$ cat src/rtl/uart_pkg.sv
// Shared UART definitions: FSM state encodings, oversampling defaults and the
// parity helper used by both the transmitter and the receiver.
package uart_pkg;

  localparam int unsigned NB_STATE = 3;

  typedef enum logic [NB_STATE-1:0] {
    ST_IDLE   = 3'd0,
    ST_START  = 3'd1,
    ST_DATA   = 3'd2,
    ST_PARITY = 3'd3,
    ST_STOP   = 3'd4
  } uart_state_t;

  localparam int unsigned OVERSAMPLE_DEFAULT = 16;
  localparam int unsigned MID_SAMPLE         = OVERSAMPLE_DEFAULT / 2 - 1;

  // Widest data word the parity helper accepts; narrower words are zero-extended.
  localparam int unsigned NB_PARITY_MAX = 16;

  // Expected parity bit: even -> ^data, odd -> ~^data.
  function automatic logic uart_parity(input logic [NB_PARITY_MAX-1:0] data,
                                       input logic                     even);
    return even ? ^data : ~^data;
  endfunction

endpackage

$ cat src/rtl/uart_rx_sync.sv
// Two-flop synchronizer for the asynchronous serial line. Resets to 1 so the
// line reads as idle while reset is held. The module exists only when
// UART_RX_SYNC_EN is defined, matching its single instantiation in uart_rx.
`ifdef UART_RX_SYNC_EN
module uart_rx_sync (
  input  logic i_clock,
  input  logic i_reset,
  input  logic i_data,
  output logic o_data
);

  logic meta;

  // Two-stage resynchronization of the raw line into the i_clock domain.
  always_ff @(posedge i_clock or posedge i_reset) begin
    if (i_reset) begin
      meta   <= 1'b1;
      o_data <= 1'b1;
    end else begin
      meta   <= i_data;
      o_data <= meta;
    end
  end

endmodule
`endif

$ cat src/rtl/uart_rx.sv
// UART receiver: 16x-oversampled start/data/parity/stop recovery, paced by the
// i_valid baud tick. Each frame is presented with a one-cycle o_rx_done pulse
// and sticky-until-next-frame error flags.
// Build option: UART_RX_SYNC_EN inserts a 2-flop synchronizer on i_data.
module uart_rx
  import uart_pkg::*;
#(
  parameter int unsigned NB_DATA         = 8,
  parameter int unsigned N_DATA          = 8,
  parameter int unsigned PARITY_CHECK    = 1,
  parameter int unsigned EVEN_ODD_PARITY = 1,
  parameter int unsigned M_STOP          = 1,
  parameter int unsigned OVERSAMPLE      = OVERSAMPLE_DEFAULT
) (
  input  logic               i_clock,
  input  logic               i_reset,
  input  logic               i_data,
  input  logic               i_valid,
  output logic [NB_DATA-1:0] o_data,
  output logic               o_rx_done,
  output logic               o_parity_error,
  output logic               o_frame_error
);

  localparam int unsigned TICK_W = $clog2(OVERSAMPLE);
  localparam int unsigned BIT_W  = $clog2(N_DATA + 1);
  localparam int unsigned STOP_W = $clog2(M_STOP + 1);

  // The first low tick is consumed in ST_IDLE, so the start-bit counter reaches
  // the mid-bit tick (OVERSAMPLE/2-1) one count early.
  localparam logic [TICK_W-1:0] START_LAST = TICK_W'(OVERSAMPLE / 2 - 2);
  localparam logic [TICK_W-1:0] TICK_LAST  = TICK_W'(OVERSAMPLE - 1);
  localparam logic [TICK_W-1:0] TICK_ONE   = TICK_W'(1);
  localparam logic [BIT_W-1:0]  BIT_LAST   = BIT_W'(N_DATA - 1);
  localparam logic [BIT_W-1:0]  BIT_ONE    = BIT_W'(1);
  localparam logic [STOP_W-1:0] STOP_LAST  = STOP_W'(M_STOP - 1);
  localparam logic [STOP_W-1:0] STOP_ONE   = STOP_W'(1);

  logic line;

`ifdef UART_RX_SYNC_EN
  uart_rx_sync u_sync (
    .i_clock (i_clock),
    .i_reset (i_reset),
    .i_data  (i_data),
    .o_data  (line)
  );
`else
  assign line = i_data;
`endif

  uart_state_t        state,     state_nxt;
  logic [TICK_W-1:0]  tick_cnt,  tick_nxt;
  logic [BIT_W-1:0]   bit_cnt,   bit_nxt;
  logic [STOP_W-1:0]  stop_cnt,  stop_nxt;
  logic [N_DATA-1:0]  shift_reg, shift_nxt;
  logic               par_err,   par_err_nxt;
  logic               frame_acc, frame_acc_nxt;
  logic               armed,     armed_nxt;
  logic [NB_DATA-1:0] data_nxt;
  logic               perr_nxt, ferr_nxt, done_nxt;
  logic               exp_par, frame_now;

  // State, counters, shift register and registered outputs.
  always_ff @(posedge i_clock or posedge i_reset) begin
    if (i_reset) begin
      state          <= ST_IDLE;
      tick_cnt       <= '0;
      bit_cnt        <= '0;
      stop_cnt       <= '0;
      shift_reg      <= '0;
      par_err        <= 1'b0;
      frame_acc      <= 1'b0;
      armed          <= 1'b1;
      o_data         <= '0;
      o_rx_done      <= 1'b0;
      o_parity_error <= 1'b0;
      o_frame_error  <= 1'b0;
    end else begin
      state          <= state_nxt;
      tick_cnt       <= tick_nxt;
      bit_cnt        <= bit_nxt;
      stop_cnt       <= stop_nxt;
      shift_reg      <= shift_nxt;
      par_err        <= par_err_nxt;
      frame_acc      <= frame_acc_nxt;
      armed          <= armed_nxt;
      o_data         <= data_nxt;
      o_rx_done      <= done_nxt;
      o_parity_error <= perr_nxt;
      o_frame_error  <= ferr_nxt;
    end
  end

  // Next-state and datapath decode; everything advances only on a baud tick.
  always_comb begin
    state_nxt     = state;
    tick_nxt      = tick_cnt;
    bit_nxt       = bit_cnt;
    stop_nxt      = stop_cnt;
    shift_nxt     = shift_reg;
    par_err_nxt   = par_err;
    frame_acc_nxt = frame_acc;
    armed_nxt     = armed;
    data_nxt      = o_data;
    perr_nxt      = o_parity_error;
    ferr_nxt      = o_frame_error;
    done_nxt      = 1'b0;
    exp_par       = uart_parity(NB_PARITY_MAX'(shift_reg), (EVEN_ODD_PARITY != 0));
    frame_now     = frame_acc | ~line;

    if (i_valid) begin
      case (state)
        ST_IDLE: begin
          // After a break the line must return high before a new start is taken.
          if (line) begin
            armed_nxt = 1'b1;
          end else if (armed) begin
            tick_nxt  = '0;
            state_nxt = ST_START;
          end
        end

        ST_START: begin
          if (tick_cnt == START_LAST) begin
            tick_nxt = '0;
            if (!line) begin
              bit_nxt       = '0;
              stop_nxt      = '0;
              par_err_nxt   = 1'b0;
              frame_acc_nxt = 1'b0;
              state_nxt     = ST_DATA;
            end else begin
              state_nxt = ST_IDLE;
            end
          end else begin
            tick_nxt = tick_cnt + TICK_ONE;
          end
        end

        ST_DATA: begin
          if (tick_cnt == TICK_LAST) begin
            tick_nxt  = '0;
            shift_nxt = (shift_reg >> 1) | (N_DATA'(line) << (N_DATA - 1));
            bit_nxt   = bit_cnt + BIT_ONE;
            if (bit_cnt == BIT_LAST) begin
              if (PARITY_CHECK != 0) state_nxt = ST_PARITY;
              else                   state_nxt = ST_STOP;
            end
          end else begin
            tick_nxt = tick_cnt + TICK_ONE;
          end
        end

        ST_PARITY: begin
          if (tick_cnt == TICK_LAST) begin
            tick_nxt    = '0;
            par_err_nxt = (line != exp_par);
            state_nxt   = ST_STOP;
          end else begin
            tick_nxt = tick_cnt + TICK_ONE;
          end
        end

        ST_STOP: begin
          if (tick_cnt == TICK_LAST) begin
            tick_nxt = '0;
            if (stop_cnt == STOP_LAST) begin
              data_nxt      = NB_DATA'(shift_reg);
              perr_nxt      = par_err;
              ferr_nxt      = frame_now;
              done_nxt      = 1'b1;
              frame_acc_nxt = frame_now;
              armed_nxt     = ~frame_now;
              state_nxt     = ST_IDLE;
            end else begin
              stop_nxt      = stop_cnt + STOP_ONE;
              frame_acc_nxt = frame_now;
            end
          end else begin
            tick_nxt = tick_cnt + TICK_ONE;
          end
        end

        default: state_nxt = ST_IDLE;
      endcase
    end
  end

endmodule

$ cat config.mk
export PLATFORM = sky130hd
export DESIGN_NAME = uart_rx
export DESIGN_NICKNAME = d
export VERILOG_FILES = /design/src/rtl/uart_pkg.sv /design/src/rtl/uart_rx_sync.sv /design/src/rtl/uart_rx.sv
export SDC_FILE = /design/constraint.sdc
export NUM_CORES = 1
export LEC_CHECK = 0
export CAP_MARGIN = 25
export CORE_MARGIN = 5
export CORE_UTILIZATION = 56
export CTS_CLUSTER_DIAMETER = 200
export DETAILED_ROUTE_END_ITERATION = 6
export PLACE_DENSITY = 0.82
export RECOVER_POWER = 100
export SLEW_MARGIN = 20
export SYNTH_ARGS = -nofsm -noshare
export SYNTH_HDL_FRONTEND = slang
export SYNTH_SLANG_ARGS = --single-unit
$ cat constraint.sdc
create_clock -name i_clock -period 2.4 [get_ports i_clock]
set_input_delay 0.6 -clock i_clock [delete_from_list [all_inputs] [get_ports i_clock]]
set_output_delay 0.6 -clock i_clock [all_outputs]
set_load 0.1 [all_outputs]
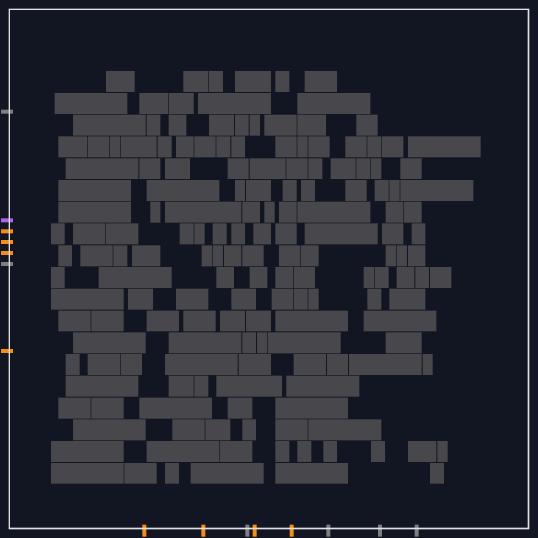
(pin placement)
(8 px per µm) Pins as bars across the die edge, other pins in gray.
- o_data: orange (pins 8; direction output; edge 4 south, 4 west)
- i_valid: purple (pins 1; direction input; edge west)
- all pins by edge: 8 south, 7 west

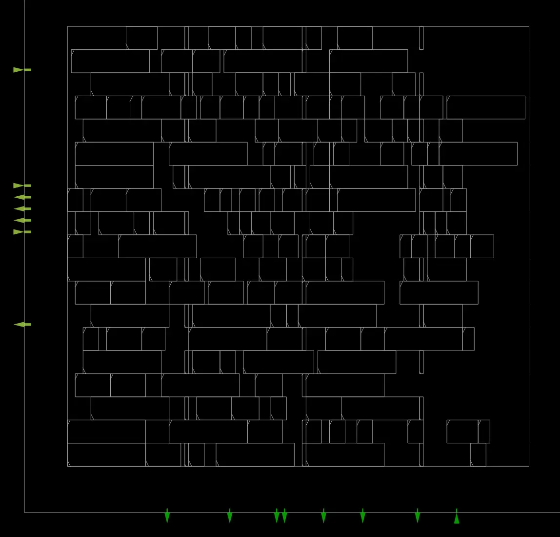
(cell outlines without signal wires)
n_taps: 31
Layout Utilization: 65.1%

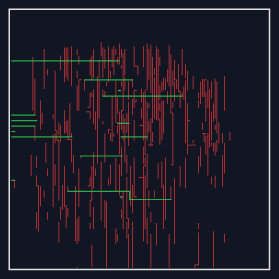
(wiring by layer)
(4 px per µm) Two of the layers only.
- metal 3: green (wire length 140 µm)
- metal 2: red (wire length 1,440 µm)
GRT Overall Usage: 16.8%
Via Count: 1,144

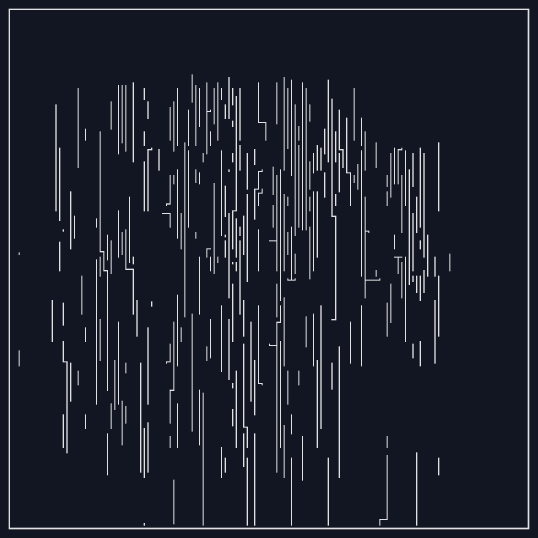
(M2 wires)
(8 px per µm)
- main direction: vertical
- nets with wire on the layer: 150
- share of all routed wire: 49%
- longest straight run: 21.8 µm
met2 Resource Use GR: 29.2%
Total Routed Length: 2.96 mm

==> stage by stage <==
| step | util (%) | instance area, µm² | hold slack, ns | cells | worst slack (ns) |
|---|---|---|---|---|---|
| finish | 65.1 | 1830 | 0.472 | 196 | 0.498 |
| global route | 65.1 | 1830 | 0.492 | 196 | 0.398 |
| CTS | 66.6 | 1870 | 0.469 | 196 | 0.598 |
| detailed placement | 64.7 | 1810 | 0.453 | 188 | 0.274 |
| global placement | 64.7 | 1810 | 0.447 | 188 | 0.329 |
| floorplan | - | 1680 | 0.436 | 145 | 0.675 |
==> per-layer routing <==
metal,up-vias,wire length [µm],part of all wire (%)
met5,-,0,0
met4,0,45,1.5
met3,6,140,4.7
met2,19,1440,49
met1,560,1340,45
li1,559,-,-
==> run_results.csv <==
group,metric,value,unit
clocking,tritoncts,"yes",
setup_path,r2r-end,"shift_reg[0]$_DFFE_PP0P_",
layout,logic_gates,102,
power_and_ir_drop,power.share.switching,34.9,%
clocking,insertion_delay,0.33,ns
logic_synthesis,synth.logic.top_family,"simple AND/OR/NAND/NOR gates",
layout,lay_top_cells,"dfrtp_1 (32), mux2_2 (17), clkbuf_2 (12)",
logic_synthesis,compound_area_share,12.8,%
layout,inv_count,5,
clocking,cts.sinks,33,
clocking,cts_made_buffers,5,
layout,seq_share,45.3,%
power_and_ir_drop,p_per_area,756,nW/µm²
layout,buffer_area_share,5.75,%
layout,ff_latch_area,827,µm²
logic_synthesis,synth_top_cell_by_count,"dfrtp_1",
logic_synthesis,yosysChipArea,1680,µm²
routing,drt-pass1-iter-count,5,
global_route,grt_pass1_vias,1231,
power_and_ir_drop,p_seq_share,51.7,%
global_route,grt-busiest-layer,"met2",
setup_path,crit_cells,3,
placement,gp_congestion,0.842,
layout,sh_comb_area,42.8,%
routing,drtIter0Drc,48,
status,outcome,"finished, final reports clean",
setup_path,cp_slowest_cell,"dlygate4sd3_1",
global_route,grt_use_met3,5.35,%
clocking,cts_max_path_buffers,2,
power_and_ir_drop,power.switching,0.482,mW
global_route,grt_pass1_wl,5.46,mm
clocking,ctsResizeCount,0,
flow_run,warning_count,27,
sta,hold_viol,0,
power_and_ir_drop,power.group.top,"registers",
power_and_ir_drop,p_clk_share,21.4,%
setup_path,critPathLaunchType,"input pin",
setup_path,crit_required,2.62,ns
logic_synthesis,mux_share,12.9,%
